<file path="config.mk">
export PLATFORM = sky130hd
export DESIGN_NAME = vec_elem_packer
export DESIGN_NICKNAME = d
export VERILOG_FILES = /design/src/rtl/vec_elem_packer.sv
export SDC_FILE = /design/constraint.sdc
export NUM_CORES = 1
export LEC_CHECK = 0
export ABC_AREA = 1
export CAP_MARGIN = 20
export CELL_PAD_IN_SITES_DETAIL_PLACEMENT = 1
export CELL_PAD_IN_SITES_GLOBAL_PLACEMENT = 1
export CORE_ASPECT_RATIO = 1.4
export CORE_MARGIN = 2
export CORE_UTILIZATION = 25
export CTS_BUF_LIST = sky130_fd_sc_hd__clkbuf_16
export DETAILED_ROUTE_END_ITERATION = 16
export PLACE_DENSITY_LB_ADDON = 0.1
export SLEW_MARGIN = 20
export SYNTH_ARGS = -nofsm -noshare
export SYNTH_HDL_FRONTEND = slang
export SYNTH_SLANG_ARGS = --single-unit
</file>
<file path="constraint.sdc">
create_clock -name clk -period 1.32 [get_ports clk]
set_clock_uncertainty 0.05 [all_clocks]
set_input_delay 0.132 -clock clk [delete_from_list [all_inputs] [get_ports clk]]
set_output_delay 0.132 -clock clk [all_outputs]
set_load 0.02 [all_outputs]
</file>
<file path="src/rtl/vec_elem_packer.sv">
// Packs LANES element messages from the element queue into one vector word.
// A flush emits a partially filled word together with its lane-valid mask.
// Optional per-lane even parity output: define VEC_ELEM_PACKER_PARITY_EN.
module vec_elem_packer #(
    parameter int ELEM_W = 8,
    parameter int LANES  = 4
) (
    input  logic                        clk,
    input  logic                        reset,
    input  logic [ELEM_W-1:0]           recv_msg,
    input  logic                        recv_val,
    output logic                        recv_rdy,
    input  logic                        flush,
    output logic [ELEM_W*LANES-1:0]     send_msg,
    output logic [LANES-1:0]            send_mask,
    output logic                        send_val,
    input  logic                        send_rdy,
    output logic [$clog2(LANES+1)-1:0]  fill_cnt
`ifdef VEC_ELEM_PACKER_PARITY_EN
    ,
    output logic [LANES-1:0]            send_par
`endif
);
    localparam int CW = $clog2(LANES + 1);
    localparam int IW = $clog2(LANES);

    typedef enum logic {
        FILL,
        HOLD
    } state_t;

    state_t                    state_q;
    logic [ELEM_W*LANES-1:0]   msg_q;
    logic [LANES-1:0]          mask_q;
    logic [CW-1:0]             cnt_q;
    logic [CW-1:0]             cnt_d;
    logic [IW-1:0]             idx;
    logic                      accept;
    logic                      lastLane;
    logic                      goHold;
`ifdef VEC_ELEM_PACKER_PARITY_EN
    logic [LANES-1:0]          par_q;
`endif

    // While filling, the element count doubles as the next free lane index.
    assign idx      = cnt_q[IW-1:0];
    assign cnt_d    = cnt_q + CW'(1);
    assign accept   = recv_val && (state_q == FILL);
    assign lastLane = (idx == IW'(LANES - 1));
    assign goHold   = accept ? (lastLane || flush) : (flush && (cnt_q != '0));

    always_ff @(posedge clk or posedge reset) begin
        if (reset) begin
            state_q <= FILL;
            msg_q   <= '0;
            mask_q  <= '0;
            cnt_q   <= '0;
`ifdef VEC_ELEM_PACKER_PARITY_EN
            par_q   <= '0;
`endif
        end else begin
            case (state_q)
                FILL: begin
                    if (accept) begin
                        for (int i = 0; i < LANES; i++) begin
                            if (idx == IW'(i)) begin
                                msg_q[i*ELEM_W +: ELEM_W] <= recv_msg;
                                mask_q[i]                 <= 1'b1;
`ifdef VEC_ELEM_PACKER_PARITY_EN
                                par_q[i]                  <= ^recv_msg;
`endif
                            end
                        end
                        cnt_q <= cnt_d;
                    end
                    if (goHold) begin
                        state_q <= HOLD;
                    end
                end
                HOLD: begin
                    // Clearing on handshake keeps unfilled lanes zero in the next word.
                    if (send_rdy) begin
                        state_q <= FILL;
                        msg_q   <= '0;
                        mask_q  <= '0;
                        cnt_q   <= '0;
`ifdef VEC_ELEM_PACKER_PARITY_EN
                        par_q   <= '0;
`endif
                    end
                end
                default: state_q <= FILL;
            endcase
        end
    end

    assign recv_rdy  = (state_q == FILL);
    assign send_val  = (state_q == HOLD);
    assign send_msg  = msg_q;
    assign send_mask = mask_q;
    assign fill_cnt  = cnt_q;
`ifdef VEC_ELEM_PACKER_PARITY_EN
    assign send_par  = par_q;
`endif

endmodule

</file>
### Metal 2

Scale bar: 20 µm.
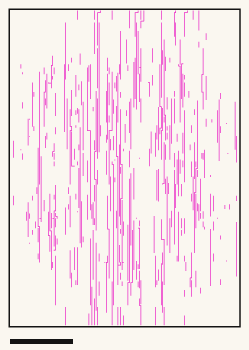
main direction: vertical
longest straight run: 44.7 µm
final wirelength: 5.04 mm
via count: 1483
M2 GR Usage: 0.266

### Clock routing

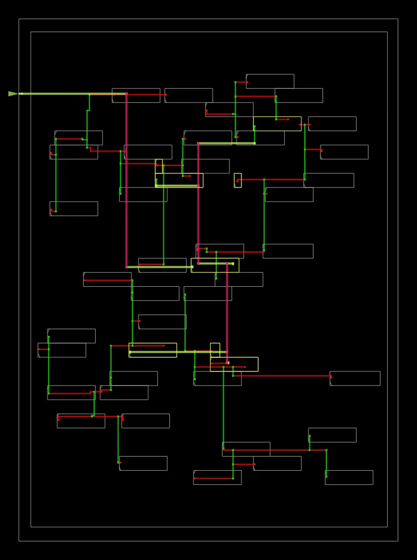
Clock group: 1150 µW
clock buffers: 5
seq_cells: 40

### Routed metal, one color a layer

Scale bar: 20 µm. Two of the layers only.
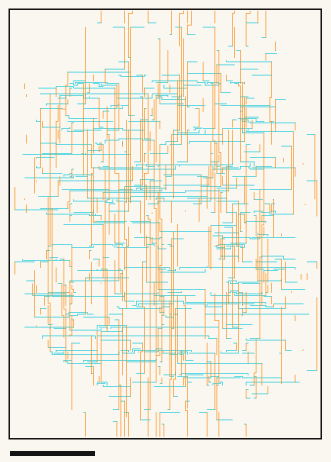
legend:
  M1:
    color: cyan
    wire_length: 2100 µm
  M2:
    color: orange
    wire_length: 2660 µm
Global Route Usage Sum: 0.151
drt wl/cell: 15.1 µm

==> results_dict.tcl <==
# collected from the flow reports
set metrics [dict create \
    cts_made_buffers 5 \
    area_growth_pct 51.8 \
    initialDrtViolationCount 54 \
    fmax_ghz 0.798 \
    power_frac_seq 0.355 \
    buffers 66 \
    seq_share 0.399 \
    cpLargestDelayFamily "flip-flops" \
    cp-endpoint "fill_cnt[0]" \
    chipArea_um2 7320 \
    largest_reg_flops 32 \
    grt-ovfl-total 0 \
    die_width_um 72.9 \
    diodes 0 \
    p_int_uw 3410 \
    critPathLaunch "fill_cnt[0]" \
    worst-setup-path-type "reg -> out" \
    top_cell_area_share 0.603 \
    gp_congestion 0.732 \
    drt.antenna.violating_nets 0 \
    num_io_pins 54 \
    area_leaders "dfrtp_1 (60%), nand2_1 (21%), nand3_1 (7.8%)" \
    logic_area_um2 627 \
    placedCellCount 320 \
    syn_area_um2 1660 \
    fill_cells 789 \
    gr-usage-met1 0.180 \
    post_cts_buffers 0 \
    rrSetupSlack_ns 0.08 \
    setup_viol 0 \
    sh_comb_area 0.249 \
    ys_sh_xor 0 \
    syn_inst 189 \
    hp-class "in -> async" \
    synth-main-ff-cell "dfrtp_1" \
    critPathLaunchType "flip-flop" \
    top_layer "met4" \
    mostFrequentLayoutCells "nand2_1 (90), dlygate4sd2_1 (40), dfrtp_1 (37)" \
    stdcell_area_um2 2520 \
    cts_num_sinks 40 \
    status "complete, no violations" \
]
Power and IR drop assume default switching activity.
